[src/rtl/axi_config_wr.sv]
// rtl/axi_config_wr.sv - AXI4 write-channel slave producing single-cycle register write strobes
module axi_config_wr #(
  parameter int ADDR_WIDTH = 32,
  parameter int DATA_WIDTH = 32,
  parameter int STRB_WIDTH = DATA_WIDTH / 8,
  parameter int ID_WIDTH   = 8,
  parameter int ADDR_INCR  = 4
) (
  input  logic                  clk,
  input  logic                  rst_n,
  input  logic [ID_WIDTH-1:0]   s_axi_awid,
  input  logic [ADDR_WIDTH-1:0] s_axi_awaddr,
  input  logic [7:0]            s_axi_awlen,
  input  logic [2:0]            s_axi_awsize,
  input  logic [1:0]            s_axi_awburst,
  input  logic                  s_axi_awvalid,
  output logic                  s_axi_awready,
  input  logic [DATA_WIDTH-1:0] s_axi_wdata,
  input  logic [STRB_WIDTH-1:0] s_axi_wstrb,
  input  logic                  s_axi_wlast,
  input  logic                  s_axi_wvalid,
  output logic                  s_axi_wready,
  output logic [ID_WIDTH-1:0]   s_axi_bid,
  output logic [1:0]            s_axi_bresp,
  output logic                  s_axi_bvalid,
  input  logic                  s_axi_bready,
  output logic                  wr,
  output logic [ADDR_WIDTH-1:0] waddr,
  output logic [DATA_WIDTH-1:0] wdata,
  output logic [STRB_WIDTH-1:0] wstrb
);

  typedef enum logic [1:0] {IDLE, DATA, RESP} state_t;

  state_t                state, state_n;
  logic [ADDR_WIDTH-1:0] addr_q;
  logic [7:0]            len_q;
  logic [7:0]            cnt_q;
  logic                  fixed_q;
  logic                  err_q;
  logic                  aw_hs, w_hs, b_hs, last_beat, beat_err;
  logic                  unused_awsize;

  // Beats are always full width, so the size field carries no information.
  assign unused_awsize = ^s_axi_awsize;

  assign aw_hs     = s_axi_awvalid && s_axi_awready;
  assign w_hs      = s_axi_wvalid && s_axi_wready;
  assign b_hs      = s_axi_bvalid && s_axi_bready;
  assign last_beat = (cnt_q == len_q);
  assign beat_err  = (s_axi_wlast != last_beat);

  always_comb begin
    state_n = state;
    case (state)
      IDLE:    if (aw_hs) state_n = DATA;
      DATA:    if (w_hs && last_beat) state_n = RESP;
      RESP:    if (b_hs) state_n = IDLE;
      default: state_n = IDLE;
    endcase
  end

  always_ff @(posedge clk or negedge rst_n) begin
    if (!rst_n) state <= IDLE;
    else        state <= state_n;
  end

  always_ff @(posedge clk or negedge rst_n) begin
    if (!rst_n) begin
      s_axi_awready <= 1'b0;
      s_axi_wready  <= 1'b0;
      s_axi_bvalid  <= 1'b0;
      s_axi_bid     <= '0;
      s_axi_bresp   <= 2'b00;
      wr            <= 1'b0;
      waddr         <= '0;
      wdata         <= '0;
      wstrb         <= '0;
      addr_q        <= '0;
      len_q         <= '0;
      cnt_q         <= '0;
      fixed_q       <= 1'b0;
      err_q         <= 1'b0;
    end else begin
      // Handshake readies are registered copies of the next state.
      s_axi_awready <= (state_n == IDLE);
      s_axi_wready  <= (state_n == DATA);
      s_axi_bvalid  <= (state_n == RESP);
      wr            <= w_hs;
      if (aw_hs) begin
        s_axi_bid <= s_axi_awid;
        addr_q    <= s_axi_awaddr;
        len_q     <= s_axi_awlen;
        fixed_q   <= (s_axi_awburst == 2'd0);
        cnt_q     <= '0;
        err_q     <= 1'b0;
      end
      if (w_hs) begin
        waddr <= addr_q;
        wdata <= s_axi_wdata;
        wstrb <= s_axi_wstrb;
        cnt_q <= cnt_q + 8'd1;
        err_q <= err_q | beat_err;
        if (!fixed_q) addr_q <= addr_q + ADDR_WIDTH'(ADDR_INCR);
        if (last_beat) s_axi_bresp <= (err_q | beat_err) ? 2'b10 : 2'b00;
      end
    end
  end

endmodule

[config.mk]
export PLATFORM = sky130hd
export DESIGN_NAME = axi_config_wr
export DESIGN_NICKNAME = d
export VERILOG_FILES = /design/src/rtl/axi_config_wr.sv
export SDC_FILE = /design/constraint.sdc
export NUM_CORES = 1
export LEC_CHECK = 0
export CORE_MARGIN = 5
export CORE_UTILIZATION = 51
export DETAILED_ROUTE_END_ITERATION = 10
export GPL_TIMING_DRIVEN = 0
export PLACE_DENSITY = 0.86
export RECOVER_POWER = 25
export SETUP_SLACK_MARGIN = 0.05
export SLEW_MARGIN = 30
export SYNTH_ARGS = -nofsm -noshare
export SYNTH_HDL_FRONTEND = slang
export SYNTH_SLANG_ARGS = --single-unit
[constraint.sdc]
create_clock -name clk -period 3.8 [get_ports clk]
set_input_delay 0.38 -clock clk [delete_from_list [all_inputs] [get_ports clk]]
set_output_delay 0.38 -clock clk [all_outputs]
set_load 0.03 [all_outputs]
run_1/gates.png
Drawn at 2 px/um.
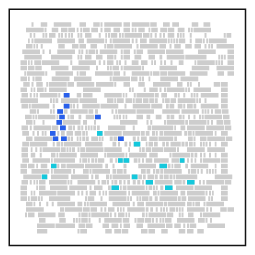
family	colour	cells	most used
xor and xnor cells	blue	11	xnor2_1
non-inverting ao/oa cells	cyan	13	o221a_2
non-filler instance count after layout: 1,001
logic share of the area: 28.05%
Commonest Layout Cell: nand2_1

run_1/closeup.png
Window x 76 to 101, y 76 to 101 um. Cells in grey, sequential cells in the stronger grey; small squares are vias.
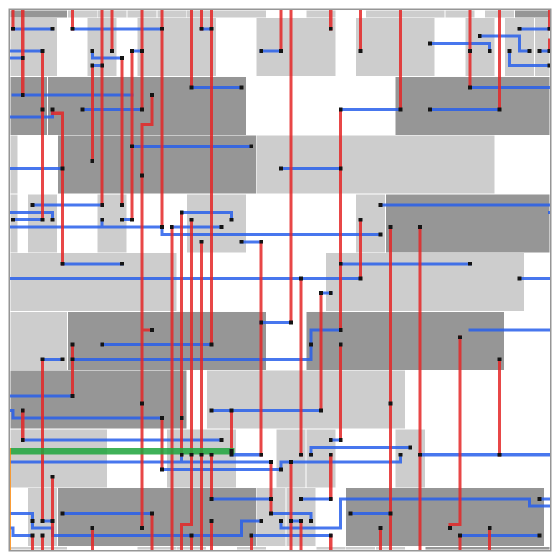
layer	colour
M3	green
M4	orange
M1	blue
M2	red
most frequent	nand2_1 (10), dfrtp_1 (9), clkdlybuf4s50_1 (5)
cells with their middle in the window	33
sequential cells in the window	9
netlist names of flops here include	`wdata` (4), `waddr` (3), `addr_q` (2)

==> flow_summary_export.csv, run 1 <==
group,metric,value,unit
status,status,"finished clean",
drt,drc_errors,0,
final_layout,reg_top3,"addr_q x32, waddr x32, wdata x32",
final_timing,slew_viol_final,0,
synth,ys_sh_adder,0.4253,%
placement,place_area,0.007818,mm^2
drt,viasPerCell,5.419,
die,dieArea,0.01379,mm^2
final_timing,finalHoldViolations,0,
min_path,worstHoldStart,"waddr[12]",
synth,syn_area_per_cell,9.025,um^2
final_timing,fmax,473.6,MHz
clock_tree,clockRootBuffer,"clkbuf_16",
critical_path,max_stage_delay,0.46,ns
final_timing,layout_min_cycle_time,2.111,ns
run,tool_warnings,29,
critical_path,cp_slowest_cell,"dfrtp_1",
placement,port_buffers,172,
min_path,hold_path.class,"flip-flop to flip-flop",
final_layout,fillers,873,
final_timing,setup_slack,1.689,ns
clock_tree,post_cts_buffers,0,
critical_path,r2r_cells,6,
critical_path,endpoint_kind,"flip-flop",
synth,synth_warnings,0,
critical_path,critPathBufInv,0,
final_timing,slew_headroom,53.60,%
synth,yosysCellCount,652,
critical_path,rr_startpoint,"addr_q[2]",
die,die_width,117.4,um
final_timing,rsz0062_at_grt,"no",
synth,syn_nets,749,
power,p_leak,3.921,nW
final_layout,logic_area,0.002384,mm^2
power,vdd_drop_max,0.5153,mV
critical_path,r2r_slack,1.69,ns
final_layout,lay_top_cells,"nand2_1, clkdlybuf4s50_1, dfrtp_1",
final_layout,antenna_cells,0,
synth,aoi_share,8.803,%
final_layout,fin_nets,942,
clock_tree,cts_tree,"yes",
placement,dp_hpwl,11930,um
clock_tree,cts.sinks,133,
min_path,worstHoldEndpoint,"waddr[12]",
final_layout,stdcell_area,0.008498,mm^2
final_layout,seqCellArea,0.003328,mm^2
critical_path,required,4.10,ns
clock_tree,cts_buffers,17,
critical_path,crit_family,"simple AND/OR/NAND/NOR gates",
min_path,min_path_cells,2,
drt,drt_iter0_markers,361,
critical_path,crit_path_start,"addr_q[2]",
critical_path,start_kind,"flip-flop",
drt,drtPass1Iterations,5,
global_routing,grt_pass1_vias,5715,
final_timing,hold_ws,0.4712,ns
synth,syn_inst,652,
global_routing,grt_max_degree,78,
drt,finalWirelength,16690,um
synth,mux_area_share,1.021,%
die,fp_util,51.76,%
final_timing,finalSetupTns,0,ns
clock_tree,ctsResizeCount,0,
final_timing,period_used_share,55.57,%
clock_tree,cts-htree-levels,4,
global_routing,grt_pass1_wl,27860,um
synth,synthTopLogicFamily,"simple AND/OR/NAND/NOR gates",
power,finalPower,7.253,mW
synth,synthArstFlopShare,100.0,%
die,coreArea,0.01137,mm^2
synth,ys_sh_xor,1.637,%
synth,numSynthFlops,133,
synth,ys_sh_simple,28.56,%
synth,yosysSeqAreaShare,56.56,%
synth,ys.flop_type,"dfrtp_1",
placement,pre_cts_slack,1.328,ns
clock_tree,ctsLongestPathBuffers,2,
synth,edf_count,0,
run,drv_cap,0,
die,rows,39,
clock_tree,cts.clk_slew.worst_paths,0.06,ns
placement,gp_congestion,0.8765,
final_layout,fin_util,74.74,%
global_routing,antenna_found_initial,0,
clock_tree,cts_hold_buf,1,
die,die.size.y,117.4,um
final_timing,skew,0.007694,ns
final_layout,area_growth,44.42,%
run_1/m1.png
Drawn at 2 px/um.
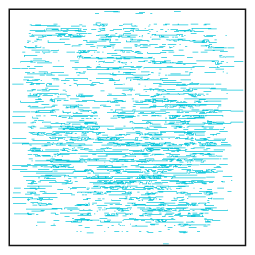
share of all routed wire	38%
main direction	horizontal
longest straight run	35.0 um
nets with wire on the layer	828
wire length on this layer	6,330 um
met1 GRT Util: 28.56%
vias: 5,424

run_1/congestion_map.png
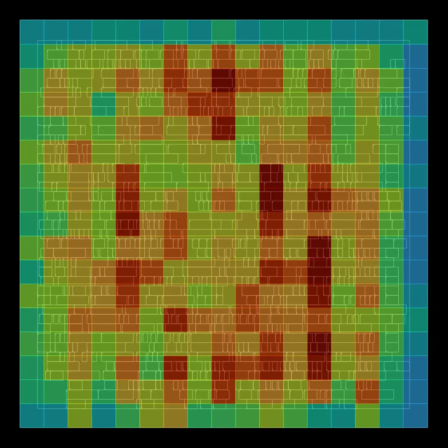
GRT met3 Usage: 7.074%
Top Usage Layer GRT: met2

[run 1: worst reg2reg max path, stage by stage (launching register included)]
cell      delay (ns)
dfrtp_1         0.46
ha_1            0.23
nand3_1         0.19
nand2b_1        0.31
nor2_1          0.43
a211oi_1        0.15
a311oi_1        0.24
[run 1: worst max-delay path by stage]
stage	to	slack, ns	cells past startpoint
6_report	addr_q[12]	1.69	6
5_1_grt	addr_q[12]	1.56	6
4_1_cts	addr_q[12]	1.71	6
3_5_place_dp	addr_q[24]	1.33	7
3_3_place_gp	wdata[5]	-2.73	1
2_1_floorplan	addr_q[24]	2.12	6
[run 1: area by class of cell]
type	instances	area share, %
Buffer	33	1.811
Clock buffer	18	5.168
Clock inverter	14	2.724
Inverter	5	0.2208
Multi-Input combinational cell	481	28.05
Sequential cell	133	39.16
Tap cell	143	2.105
Timing Repair Buffer	174	20.76
[run 1: cell usage after synthesis (5+ instances only)]
cell type,n,area share (%)
a211oi_1,6,0.77
a21oi_1,12,1.0
and3_1,5,0.53
buf_2,5,0.43
clkbuf_1,22,1.4
dfrtp_1,133,57
inv_1,5,0.32
mux2i_1,6,1.0
nand2_1,295,19
nand3_1,20,1.7
nand4_1,10,1.1
nor2_1,31,2.0
nor3_1,5,0.43
o211ai_1,6,0.77
o21ai_0,10,0.85
xnor2_1,11,1.6
[run 1: power by group]
part | leakage, nW | internal [mW] | total (mW) | switching [mW]
logic | 2.00 | 1.18 | 2.92 | 1.74
registers | 1.60 | 1.99 | 2.48 | 0.488
clock network | 0.322 | 1.24 | 1.85 | 0.608
[run 1: per-layer routing]
layer	GRT usage (%)	routed length [um]
met5	0	0
met4	11.60	625
met1	28.56	6332
met2	41.69	8602
met3	7.074	1133
run_1/ff_map.png
Drawn at 4 px/um. Other sequential cells in the stronger grey, the rest of the logic in the fainter grey.
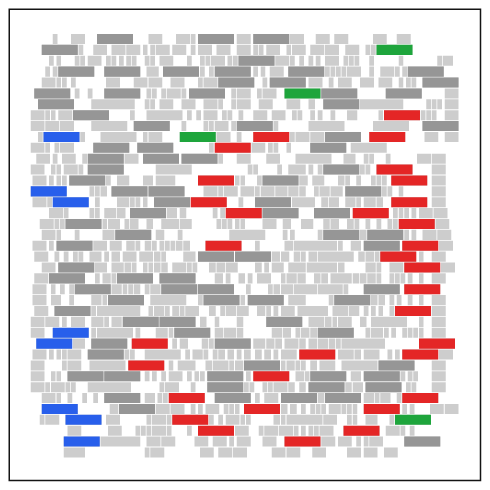

--- run 2 (diff from run 1) ---
Settings changed: CORE_UTILIZATION 51 to 47, PLACE_DENSITY 0.86 to 0.8.
Clock period 3.8 ns to 2.05 ns, I/O delays scaled along.
run_2/ff_map.png
Drawn at 4 px/um. Other sequential cells in the stronger grey, the rest of the logic in the fainter grey.
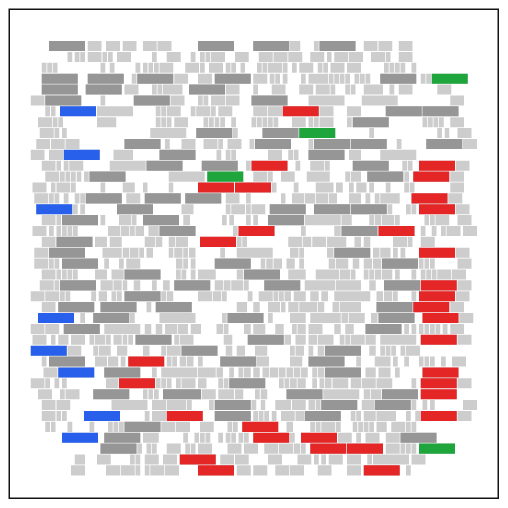
signal	colour	sequential cells
`wstrb`	green	4
`waddr`	red	32
`s_axi_bid`	blue	8
not coloured	89
final core utilization: 69.39%
Seq/total area: 39.45%
Flop area: 0.003329 mm^2
Seq. pwr: 4.59 mW

run_2/congestion_map.png
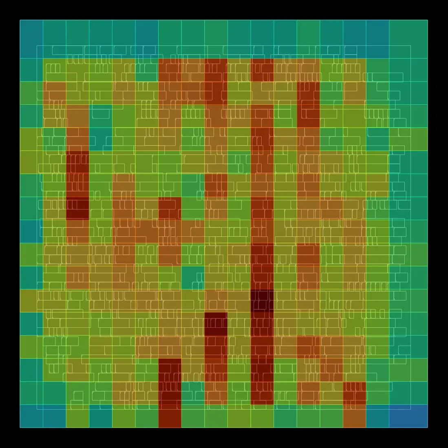
total track usage: 22.62%
routed len/inst: 15.85 um
GRT met3 Usage: 5.896%
M2 GR Usage: 37.98%

==> run 2 against run 1 <==
Flip-flop count is the same; clock skew shrank 0.0018 ns; global-route usage shrank 1.9 points; final area shrank 0.69%; sequential share of layout area grew 0.29 points; register-to-register slack lost 1.5 ns; total power grew 78%; via count shrank 0.55%; synthesized cell count is the same; highest routed layer unchanged.
==> flow_summary_export.csv, run 2 <==
group,metric,value,unit
placement,dpl.cell_count,993,
die,rows,40,
die,coreArea,0.01216,mm^2
final_timing,rsz0062_at_grt,"yes",
synth,synthArstFlopShare,100.0,%
clock_tree,ctsResizeCount,1,
drt,finalWirelength,16260,um
final_layout,lay_top_cells,"nand2_1, clkdlybuf4s50_1, dfrtp_1",
global_routing,grt_max_degree,76,
final_layout,logic_area,0.002399,mm^2
power,p_leak,3.893,nW
final_timing,hold_ws,0.3155,ns
final_layout,fillers,950,
final_layout,area_growth,43.42,%
min_path,hold_path.class,"input port to flip-flop",
synth,top_cells_by_count,"nand2_1, dfrtp_1, nor2_1",
clock_tree,post_cts_buffers,0,
clock_tree,cts_hold_buf,1,
final_timing,period_used_share,90.82,%
final_timing,finalSetupTns,0,ns
power,vdd_drop_max,0.7174,mV
final_timing,fmax,537.1,MHz
drt,drtPass1Iterations,5,
clock_tree,ctsLongestPathBuffers,2,
final_layout,drive_gt1_share,8.275,%
synth,edf_count,0,
min_path,worstHoldStart,"s_axi_wdata[1]",
critical_path,crit_type,"flip-flop to flip-flop",
global_routing,antenna_found_initial,0,
synth,synth.area.top_cells,"dfrtp_1, nand2_1, nor2_1, nand3_1, xnor2_1",
die,die.size.y,121.9,um
power,clkPwrFrac,22.6,%
critical_path,critPathBufInv,2,
global_routing,grt_pass1_vias,5403,
power,netSwitchingPower,5.129,mW
critical_path,crit_family,"simple AND/OR/NAND/NOR gates",
clock_tree,clockRootBuffer,"clkbuf_16",
final_timing,skew,0.005909,ns
final_layout,stdcell_area,0.008439,mm^2
placement,port_buffers,172,
final_timing,finalSetupViolCount,0,
synth,yosysSeqAreaShare,56.56,%
drt,drt_iter0_markers,364,
global_routing,grt_pass1_wl,26340,um
synth,yosysTopAreaCellShare,56.56,%
final_timing,slew_headroom,32.04,%
critical_path,max_stage_delay,0.40,ns
synth,yosysCellCount,652,
critical_path,worstPathMaxFanout,10,
drt,via_count,5394,
drt,drc_errors,0,
placement,dp_hpwl,11860,um
final_layout,layout.cells.most_common,"nand2_1",
final_layout,antenna_cells,0,
final_layout,reg_top3,"addr_q x32, waddr x32, wdata x32",
critical_path,cp_slowest_cell,"dfrtp_1",
critical_path,cp.arrival,2.18,ns
placement,pre_cts_slack,-0.1623,ns
clock_tree,cts_buffers,17,
drt,viasPerCell,5.257,
synth,yosysTopAreaCell,"dfrtp_1",
final_timing,tightest_slew,1.019,ns
final_timing,slew_viol_final,0,
drt,ant_nets,0,
power,finalPower,12.89,mW
synth,synth_warnings,0,
synth,syn_inst,652,
power,powerDensity,1527,mW/mm^2
clock_tree,cts_tree,"yes",
synth,ys_chip_area,0.005884,mm^2
final_timing,finalHoldViolations,0,
run,drv_cap,0,
synth,syn_area_per_cell,9.025,um^2
clock_tree,cts.sinks,133,
clock_tree,clock_latency,0.41,ns
final_timing,setup_slack,0.1883,ns
critical_path,endpoint_kind,"flip-flop",
synth,synth_area,0.005884,mm^2
placement,gp_congestion,0.9111,
power,switching_share,39.79,%
synth,ys.flop_type,"dfrtp_1",
global_routing,grt_overflow,0,
power,p_int,7.760,mW
die,fp_util,48.38,%
final_layout,fin_cells,1026,
placement,place_area,0.007849,mm^2
critical_path,required,2.37,ns
critical_path,crit_path_start,"fixed_q",
synth,numSynthFlops,133,
power,combPwrFrac,41.7,%
critical_path,start_kind,"flip-flop",
die,dieArea,0.01486,mm^2
die,die_width,121.9,um
clock_tree,cts.clk_slew.worst_paths,0.05,ns
critical_path,worstPathCellList,"nand3b_1 -> buf_2 -> nand2_2 -> buf_2 -> nor2_1 -> a211oi_1",
run,tool_warnings,30,
clock_tree,cts-htree-levels,4,
critical_path,cpMostUsedCell,"buf_2",
synth,syn_nets,749,
status,status,"finished clean",
final_timing,layout_min_cycle_time,1.862,ns
critical_path,rr_startpoint,"fixed_q",
power,pwr-share-seq,35.6,%
final_layout,fin_nets,942,
synth,yosysMostFrequentCell,"nand2_1",
## run 2: cell counts after synthesis
No cell type changed its count.
## run 2: cells by family after synthesis
| kind of cell | count (synthesis) | synth area share, % |
|---|---|---|
| AOI/OAI and AO/OA | 71 | 8.803 |
| xor gates and xnor gates | 11 | 1.637 |
| adders and majority gates | 2 | 0.4252 |
| buffers and inverters | 38 | 2.934 |
| DFF | 133 | 56.56 |
| muxes | 6 | 1.021 |
| other | 1 | 0.06373 |
| and+or+nand+nor | 390 | 28.56 |
## run 2: power groups by stage
stage / Clock [mW] / Combinational [mW] / Sequential, mW
finish: 2.92 / 5.38 / 4.59
global route: 3.10 / 5.81 / 4.76
CTS: 2.97 / 5.41 / 4.59
detailed placement: 0 / 5.38 / 4.61
global placement: 0 / 5.23 / 4.54
floorplan: 0 / 1.95 / 5.73
## run 2: routing by layer
metal | up-vias | wire length [um] | track usage (%)
li1 | 2557 | - | -
met1 | 2612 | 6517 | 28.01
met2 | 192 | 8410 | 37.98
met3 | 33 | 1002 | 5.896
met4 | 0 | 332 | 8.824
met5 | - | 0 | 0
## run 2: final timing paths
path | end | slack (ns) | cells past startpoint
min in group asynchronous | s_axi_bid[7] | 0.51 | 2
worst min-delay path | wdata[1] | 0.32 | 3
worst max register to register | addr_q[11] | 0.19 | 6
worst min register to register | wdata[3] | 0.47 | 2
max in group asynchronous | addr_q[21] | 0.48 | 3
worst max-delay path | addr_q[11] | 0.19 | 6
## run 2: final cells by class
type	count	share of cell area, %
Clock buffer	31	6.850
Tap cell	168	2.491
Sequential cell	133	39.45
Timing Repair Buffer	174	20.62
Inverter	5	0.2224
Multi-Input combinational cell	481	28.42
Clock inverter	1	0.05930
Buffer	33	1.883
No activity file was given, so power comes from the tool's default toggle rates.
